**config.mk**
```make
export PLATFORM = sky130hd
export DESIGN_NAME = cdb_arbiter
export DESIGN_NICKNAME = d
export VERILOG_FILES = /design/src/rtl/cdb_pkg.sv /design/src/rtl/cdb_fifo.sv /design/src/rtl/cdb_arbiter.sv
export SDC_FILE = /design/constraint.sdc
export NUM_CORES = 1
export LEC_CHECK = 0
export CORE_UTILIZATION = 35
export DETAILED_ROUTE_END_ITERATION = 6
export PLACE_DENSITY_LB_ADDON = 0.15
export SYNTH_ARGS = -nofsm -noshare
export SYNTH_HDL_FRONTEND = slang
export SYNTH_HIERARCHICAL = 1
export SYNTH_SLANG_ARGS = --single-unit
```
**constraint.sdc**
```tcl
create_clock -name clk -period 5.7 [get_ports clk]
set_input_delay 1.425 -clock clk [delete_from_list [all_inputs] [get_ports clk]]
set_output_delay 1.425 -clock clk [all_outputs]
set_load 0.005 [all_outputs]
```
**src/rtl/cdb_pkg.sv**
```systemverilog
// Shared widths and the result message carried from the functional units to the common data bus.
package cdb_pkg;

  localparam int unsigned CDB_DATA_W = 8;
  localparam int unsigned CDB_TAG_W  = 4;
  localparam int unsigned CDB_ROB_W  = 8;

  typedef struct packed {
    logic [CDB_DATA_W-1:0] val;
    logic [CDB_TAG_W-1:0]  tag;
    logic [CDB_ROB_W-1:0]  robid;
  } cdb_msg_t;

endpackage

```
**src/rtl/cdb_fifo.sv**
```systemverilog
// Per-FU result FIFO. Pointers carry an extra wrap bit so full and empty are told apart
// by pointer comparison alone.
module cdb_fifo
  import cdb_pkg::*;
#(
  parameter int unsigned Depth = 2
) (
  input  logic     clk,
  input  logic     rst,
  input  logic     flush,
  input  logic     push,
  input  cdb_msg_t din,
  input  logic     pop,
  output cdb_msg_t dout,
  output logic     empty,
  output logic     full
);

  localparam int unsigned PtrW  = $clog2(Depth) + 1;
  localparam int unsigned AddrW = (Depth > 1) ? $clog2(Depth) : 1;

  logic [PtrW-1:0] wr_ptr_q, wr_ptr_d;
  logic [PtrW-1:0] rd_ptr_q, rd_ptr_d;
  cdb_msg_t        mem_q [Depth];
  logic            push_en, pop_en;

  function automatic logic [AddrW-1:0] slot(input logic [PtrW-1:0] p);
    return AddrW'(32'(p) % Depth);
  endfunction

  assign empty   = (wr_ptr_q == rd_ptr_q);
  assign full    = ((wr_ptr_q - rd_ptr_q) == PtrW'(Depth));
  assign push_en = push && !full && !flush;
  assign pop_en  = pop && !empty && !flush;
  assign dout    = mem_q[slot(rd_ptr_q)];

  always_comb begin
    wr_ptr_d = wr_ptr_q;
    rd_ptr_d = rd_ptr_q;
    if (flush) begin
      // Emptying only needs the read pointer to catch up with the write pointer.
      rd_ptr_d = wr_ptr_q;
    end else begin
      if (push_en) wr_ptr_d = wr_ptr_q + 1'b1;
      if (pop_en)  rd_ptr_d = rd_ptr_q + 1'b1;
    end
  end

  always_ff @(posedge clk) begin
    if (rst) begin
      wr_ptr_q <= '0;
      rd_ptr_q <= '0;
    end else begin
      wr_ptr_q <= wr_ptr_d;
      rd_ptr_q <= rd_ptr_d;
    end
  end

  always_ff @(posedge clk) begin
    if (push_en) mem_q[slot(wr_ptr_q)] <= din;
  end

endmodule

```
**src/rtl/cdb_arbiter.sv**
```systemverilog
// Common data bus arbiter: buffers FU results per source and broadcasts one per cycle,
// chosen round-robin, through a registered output stage.
module cdb_arbiter
  import cdb_pkg::*;
#(
  parameter int unsigned FU_COUNT  = 8,
  parameter int unsigned BUF_DEPTH = 2
) (
  input  logic                                  clk,
  input  logic                                  rst,
  input  logic                                  flush,
  input  logic [FU_COUNT-1:0]                   fu_result_valid,
  input  logic [FU_COUNT-1:0][CDB_DATA_W-1:0]   fu_result_val,
  input  logic [FU_COUNT-1:0][CDB_TAG_W-1:0]    fu_result_tag,
  input  logic [FU_COUNT-1:0][CDB_ROB_W-1:0]    fu_result_robid,
  output logic [FU_COUNT-1:0]                   fu_result_ready,
  output logic [CDB_DATA_W-1:0]                 cdbval,
  output logic [CDB_TAG_W-1:0]                  cdbid,
  output logic [CDB_ROB_W-1:0]                  cdbrobid,
  output logic                                  cdbtransmit
);

  localparam int unsigned RrW = (FU_COUNT > 1) ? $clog2(FU_COUNT) : 1;

  logic [FU_COUNT-1:0] fifo_empty, fifo_full, fifo_pop;
  cdb_msg_t            heads [FU_COUNT];

  logic [RrW-1:0] rr_ptr_q, rr_ptr_d;
  logic           tx_q, tx_d;
  cdb_msg_t       msg_q, msg_d;

  logic           grant_valid;
  logic [RrW-1:0] grant_idx;
  logic [RrW-1:0] cand;

  for (genvar g = 0; g < FU_COUNT; g++) begin : gen_fifo
    cdb_msg_t din;
    assign din = '{val: fu_result_val[g], tag: fu_result_tag[g], robid: fu_result_robid[g]};

    cdb_fifo #(
      .Depth(BUF_DEPTH)
    ) u_fifo (
      .clk  (clk),
      .rst  (rst),
      .flush(flush),
      .push (fu_result_valid[g]),
      .din  (din),
      .pop  (fifo_pop[g]),
      .dout (heads[g]),
      .empty(fifo_empty[g]),
      .full (fifo_full[g])
    );
  end

  // Ready depends only on registered occupancy; a pop never frees a slot the same cycle.
  assign fu_result_ready = ~fifo_full;

  // Rotating priority: first non-empty FIFO at or after rr_ptr wins.
  always_comb begin
    grant_valid = 1'b0;
    grant_idx   = '0;
    cand        = '0;
    for (int unsigned k = 0; k < FU_COUNT; k++) begin
      cand = RrW'((32'(rr_ptr_q) + k) % FU_COUNT);
      if (!grant_valid && !fifo_empty[cand]) begin
        grant_valid = 1'b1;
        grant_idx   = cand;
      end
    end
  end

  always_comb begin
    fifo_pop = '0;
    rr_ptr_d = rr_ptr_q;
    tx_d     = 1'b0;
    msg_d    = msg_q;
    if (!flush && grant_valid) begin
      fifo_pop[grant_idx] = 1'b1;
      tx_d                = 1'b1;
      msg_d               = heads[grant_idx];
      rr_ptr_d            = RrW'((32'(grant_idx) + 1) % FU_COUNT);
    end
  end

  always_ff @(posedge clk) begin
    if (rst) begin
      rr_ptr_q <= '0;
      tx_q     <= 1'b0;
      msg_q    <= '0;
    end else begin
      rr_ptr_q <= rr_ptr_d;
      tx_q     <= tx_d;
      msg_q    <= msg_d;
    end
  end

  assign cdbtransmit = tx_q;
  assign cdbval      = msg_q.val;
  assign cdbid       = msg_q.tag;
  assign cdbrobid    = msg_q.robid;

endmodule

```
==> run_1/final_congestion.png <==
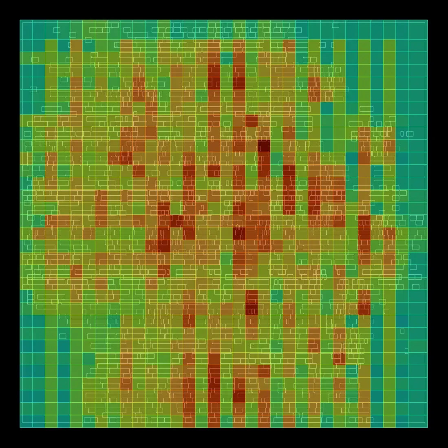
met1 usage in global routing: 25.0%
total routing usage reported by global routing: 19.1%
global-route met3 utilization: 3.61%

==> run_1/wire_density.png <==
Scale bar: 50 um. 22 x 22 tiles, from black (low) to pale yellow (high), scaled to the fullest tile. Values are wire area over tile area, all layers added.
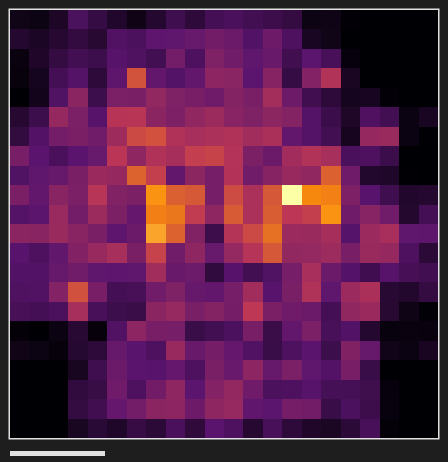
densest ninth of the die: center
emptiest ninth of the die: north-east
tiles over half the peak: 6.2%
mean over tiles: 0.15
nearly empty tiles: 12%
fullest tile: 0.60
total via count after detailed routing: 11014
post-detailed-route wirelength per cell: 22.4 um

==> run_1/met2.png <==
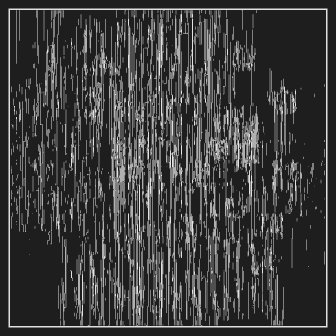
wire length on this layer: 22.6 mm
nets with wire on the layer: 1420
routed wire length: 47500 um
global-route met2 utilization: 31.3%

==> metrics.json, run 1 <==
{
  "cells_and_area": {
    "top_regs": "gen_fifo.u_fifo/mem_q x320, gen_fifo.u_fifo/rd_ptr_q x16, gen_fifo.u_fifo/wr_ptr_q x16",
    "largest_register_ff_count": 320,
    "layout.area.seq_sq_um": 10900,
    "largest_register": "gen_fifo.u_fifo/mem_q",
    "comb_area_share_pct": 28.2,
    "fillerInstances": 4493,
    "clock_network_area_share_pct": 6.12,
    "layout.cells.most_common": "sky130_fd_sc_hd__edfxtp_1",
    "num-nonclk-inverters": 32,
    "post_layout_nonfiller_instances": 2118,
    "comb_area_sq_um": 6050,
    "layout.nonclk_buf_share_pct": 10.3
  },
  "sta": {
    "fin_crit_ps": 5010,
    "setup_total_negative_slack_ps": 0,
    "fin_hold_ws_ps": 550,
    "post-route-period-util_pct": 87.9,
    "max_freq_mhz": 200,
    "hold_violations": 0,
    "timing.max_slew.rel_slack_pct": 21.2,
    "report.final.setup_viol": 0
  },
  "clock_network": {
    "tritoncts_buffer_count": 43,
    "insertion_delay_ps": 570,
    "number_of_gates_resized_after_cts": 0,
    "clockRootBuffer": "sky130_fd_sc_hd__clkbuf_16",
    "clk_pin_slew_ps": 60
  },
  "synthesis": {
    "synth_cell_type_count": 64,
    "post-synth-top-count-cell": "sky130_fd_sc_hd__edfxtp_1",
    "xor_area_share_pct": 1.41,
    "synthesis.yosys.warnings": 6,
    "avg_inst_size_synth_sq_um": 14.3,
    "yosysTopAreaCellShare_pct": 55.4,
    "synth-seq-area-share_pct": 62.8,
    "synth.mux.area_fraction_pct": 15.9,
    "synth-compound-area-share_pct": 8.60,
    "leading_register_cell_type_out_of_synthesis": "sky130_fd_sc_hd__edfxtp_1",
    "synthAdderAreaFrac_pct": 0.144,
    "edf_count": 320,
    "yosys-stat-area_sq_um": 17300,
    "mappedNetlistArea_sq_um": 17300
  },
  "setup_path": {
    "worst_setup_path_start_kind": "flip-flop",
    "cell_by_cell_trace_of_the_critical_path": "inv_1 -> ha_1 -> mux4_2 -> mux2i_1 -> nor2_1 -> and4b_1 -> a21oi_2 -> buf_4 -> nand2b_1 -> nor3_1 -> or4b_1 -> a31oi_1",
    "arrival_ps": 5490,
    "r2r-start": "rr_ptr_q[1]$_SDFFE_PP0P_",
    "critical_path_required_ps": 6180,
    "cell_family_with_most_cp_delay": "simple AND/OR/NAND/NOR gates",
    "worstSetupEndpoint": "gen_fifo[4].u_fifo/rd_ptr_q[0]$_SDFFE_PP0P_",
    "critical_path_peak_fanout": 29,
    "path_buffers": 2,
    "critical_path_depth": 12,
    "r2r.worst_path.cells": 12
  },
  "floorplan": {
    "io-pin-count": 200,
    "floorplan.die.height_um": 225,
    "fp.dieW_um": 225,
    "std_cell_rows": 81
  },
  "status": {
    "result_of_the_run": "finished, final reports clean"
  },
  "grt": {
    "grt.busiest_layer": "met2",
    "grt_start_max_net_pins": 56,
    "grt_pass1_wl_um": 70500,
    "antenna_found_initial": 5
  },
  "placed_design": {
    "io_buffer_count": 199,
    "place_area_sq_um": 20100
  },
  "pwr": {
    "clock_share_of_power_pct": 25.9,
    "combPwrFrac_pct": 40.6,
    "power_switching_mw": 3.84,
    "clk-power_mw": 2.62,
    "ir_worst_vdd_mv": 0.555,
    "power.density_cell_area_nw_per_um2": 472,
    "top_power_group": "combinational cells"
  },
  "route": {
    "post_detailed_route_drc_marker_count": 0,
    "ant_nets": 0,
    "m1WireLength_um": 20800
  },
  "worst_hold_path": {
    "hold_critical_path_endpoint": "cdbval[5]$_SDFFE_PP0P_",
    "hold_path.startpoint": "cdbval[5]$_SDFFE_PP0P_"
  },
  "job": {
    "openroad.warnings": 27
  }
}
--- run 2 (diff from run 1) ---
--- a/config.mk
+++ b/config.mk
@@ -5,6 +5,8 @@
 export SDC_FILE = /design/constraint.sdc
 export NUM_CORES = 1
 export LEC_CHECK = 0
+export CELL_PAD_IN_SITES_DETAIL_PLACEMENT = 0
+export CELL_PAD_IN_SITES_GLOBAL_PLACEMENT = 2
 export CORE_UTILIZATION = 35
 export DETAILED_ROUTE_END_ITERATION = 6
 export PLACE_DENSITY_LB_ADDON = 0.15
==> run_2/met2.png <==
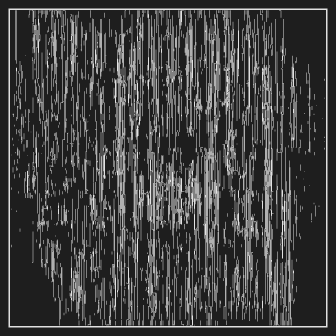
global-route met2 utilization: 34.2%
routed wire length: 48900 um
total via count after detailed routing: 10810

==> run_2/final_congestion.png <==
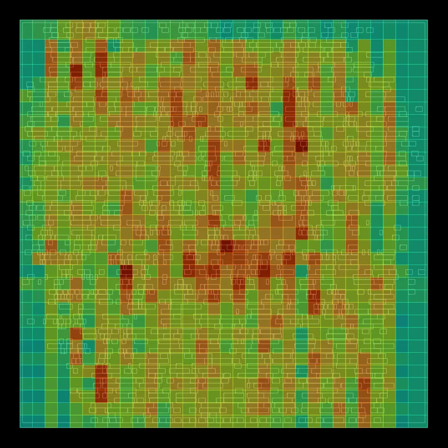
global-route met3 utilization: 2.61%
Finished Core Util: 43.9%
most utilized layer in the global route result: met2

==> metrics.json, run 2 <==
{
  "floorplan": {
    "fp.dieArea_sq_um": 50400,
    "io-pin-count": {"value": 200, "change": "unchanged"},
    "std_cell_rows": {"value": 81, "change": "unchanged"},
    "floorplan.die.height": {"value": 225, "unit": "um", "change": "unchanged"},
    "fp.dieW": {"value": 225, "unit": "um", "change": "unchanged"},
    "floorplan.core_area_sq_um": 48800
  },
  "cells_and_area": {
    "num-nonclk-inverters": {"value": 32, "change": "unchanged"},
    "antenna_cells": 2,
    "clock_network_area_share": {"value": 6.04, "unit": "%", "change": "-0.083 points"},
    "largest_register_ff_count": {"value": 320, "change": "unchanged"},
    "top_regs": "gen_fifo.u_fifo/mem_q x320, gen_fifo.u_fifo/rd_ptr_q x16, gen_fifo.u_fifo/wr_ptr_q x16",
    "clock_buffer_count": 57,
    "largest_register": "gen_fifo.u_fifo/mem_q",
    "comb_area": {"value": 6050, "unit": "sq um", "change": "about the same"},
    "comb_area_share": {"value": 28.2, "unit": "%", "change": "about the same"},
    "sh_seq_area_pct": 50.8,
    "post_layout_nonfiller_instances": {"value": 2117, "change": "-0.047%"},
    "layout.cells.most_common": "sky130_fd_sc_hd__edfxtp_1",
    "layout.area.seq": {"value": 10900, "unit": "sq um", "change": "unchanged"},
    "layout.nonclk_buf_share": {"value": 10.5, "unit": "%", "change": "+0.14 points"},
    "fillerInstances": {"value": 4531, "change": "+0.85%"}
  },
  "synthesis": {
    "yosys-stat-area": {"value": 17300, "unit": "sq um", "change": "unchanged"},
    "post-synth-top-count-cell": "sky130_fd_sc_hd__edfxtp_1",
    "synth-compound-area-share": {"value": 8.60, "unit": "%", "change": "unchanged"},
    "postSynthNetCount": 1383,
    "synth-seq-area-share": {"value": 62.8, "unit": "%", "change": "unchanged"},
    "synth_cell_type_count": {"value": 64, "change": "unchanged"},
    "xor_area_share": {"value": 1.41, "unit": "%", "change": "unchanged"},
    "synthAdderAreaFrac": {"value": 0.144, "unit": "%", "change": "unchanged"},
    "edf_count": {"value": 320, "change": "unchanged"},
    "leading_register_cell_type_out_of_synthesis": "sky130_fd_sc_hd__edfxtp_1",
    "synthesis.yosys.warnings": {"value": 6, "change": "unchanged"},
    "avg_inst_size_synth": {"value": 14.3, "unit": "sq um", "change": "unchanged"},
    "async_reset_ff_share_pct": 0,
    "mappedNetlistArea": {"value": 17300, "unit": "sq um", "change": "unchanged"},
    "synthTopLogicFamily": "multiplexers",
    "yosysTopAreaCellShare": {"value": 55.4, "unit": "%", "change": "unchanged"},
    "synth.mux.area_fraction": {"value": 15.9, "unit": "%", "change": "unchanged"}
  },
  "sta": {
    "max_freq": {"value": 195, "unit": "MHz", "change": "-2.1%"},
    "count_of_final_max_slew_check_failures": 0,
    "setup_total_negative_slack": {"value": 0, "unit": "ps", "change": "unchanged"},
    "fin_hold_ws": {"value": 515, "unit": "ps", "change": "-35.1 ps"},
    "timing.max_slew.rel_slack": {"value": 19.8, "unit": "%", "change": "-1.4 points"},
    "hold_violations": {"value": 0, "change": "unchanged"},
    "post-route-period-util": {"value": 89.8, "unit": "%", "change": "+1.8 points"},
    "report.final.setup_viol": {"value": 0, "change": "unchanged"},
    "fin_crit": {"value": 5120, "unit": "ps", "change": "+105 ps"}
  },
  "route": {
    "ant_nets": {"value": 0, "change": "unchanged"},
    "post_detailed_route_drc_marker_count": {"value": 0, "change": "unchanged"},
    "m1WireLength": {"value": 21000, "unit": "um", "change": "+1.3%"},
    "route.top_layer_used": "met4",
    "dr_wl_met2_um": 25000,
    "post_drt_wl_per_cell": {"value": 23.1, "unit": "um", "change": "+2.9%"}
  },
  "clock_network": {
    "clockRootBuffer": "sky130_fd_sc_hd__clkbuf_16",
    "tritoncts_buffer_count": {"value": 42, "change": "-2.3%"},
    "number_of_gates_resized_after_cts": {"value": 0, "change": "unchanged"},
    "clk_pin_slew": {"value": 60, "unit": "ps", "change": "about the same"},
    "insertion_delay": {"value": 580, "unit": "ps", "change": "about the same"}
  },
  "pwr": {
    "combPwrFrac": {"value": 41.6, "unit": "%", "change": "+1.0 points"},
    "power.density_cell_area": {"value": 474, "unit": "nW/um^2", "change": "+0.45%"},
    "clock_share_of_power": {"value": 25.3, "unit": "%", "change": "-0.6 points"},
    "clk-power": {"value": 2.57, "unit": "mW", "change": "-2%"},
    "static-leakage-power_nw": 7.27,
    "power_switching": {"value": 3.90, "unit": "mW", "change": "+1.8%"},
    "p_int_mw": 6.25,
    "top_power_group": "combinational cells",
    "ir_worst_vdd": {"value": 0.394, "unit": "mV", "change": "-29%"}
  },
  "worst_hold_path": {
    "hold_path.startpoint": "cdbval[5]$_SDFFE_PP0P_",
    "hold_critical_path_endpoint": "cdbval[5]$_SDFFE_PP0P_"
  },
  "setup_path": {
    "critical_path_required": {"value": 6130, "unit": "ps", "change": "-50 ps"},
    "cell_family_with_most_cp_delay": "AND-OR/OR-AND gates",
    "crit-reg2reg-capture": "cdbrobid[6]$_SDFFE_PP0P_",
    "cell_by_cell_trace_of_the_critical_path": "inv_1 -> ha_1 -> mux2_1 -> o311ai_0 -> o22ai_1 -> and4b_1 -> a21oi_4 -> a21boi_4 -> o221ai_1 -> o31ai_1 -> a211oi_1",
    "critical_path_peak_fanout": {"value": 19, "change": "-34%"},
    "worst_setup_path_start_kind": "flip-flop",
    "worstSetupPathType": "flip-flop to flip-flop",
    "r2r.worst_path.cells": {"value": 11, "change": "-1"},
    "r2r-start": "rr_ptr_q[1]$_SDFFE_PP0P_",
    "worstSetupEndpoint": "cdbrobid[6]$_SDFFE_PP0P_",
    "arrival": {"value": 5550, "unit": "ps", "change": "+60 ps"},
    "critical_path_depth": {"value": 11, "change": "-1"},
    "path_buffers": {"value": 1, "change": "-1"},
    "r2r_setup_slack_ps": 580
  },
  "grt": {
    "groute.layer.met1.usage": {"value": 25.2, "unit": "%", "change": "+0.19 points"},
    "global_route.usage.total": {"value": 19.6, "unit": "%", "change": "+0.52 points"},
    "antenna_found_initial": {"value": 0, "change": "-5"},
    "grt_start_max_net_pins": {"value": 43, "change": "-23%"},
    "grt_pass1_wl": {"value": 71600, "unit": "um", "change": "+1.6%"}
  },
  "status": {
    "result_of_the_run": "finished, final reports clean"
  },
  "placed_design": {
    "post-place-ws_ps": 683,
    "io_buffer_count": {"value": 199, "change": "unchanged"},
    "place_area": {"value": 20100, "unit": "sq um", "change": "+0.19%"},
    "placedCellCount": 2040
  },
  "job": {
    "openroad.warnings": {"value": 27, "change": "unchanged"}
  }
}
Power figures rest on the tool's default switching activity, not on a simulated workload.
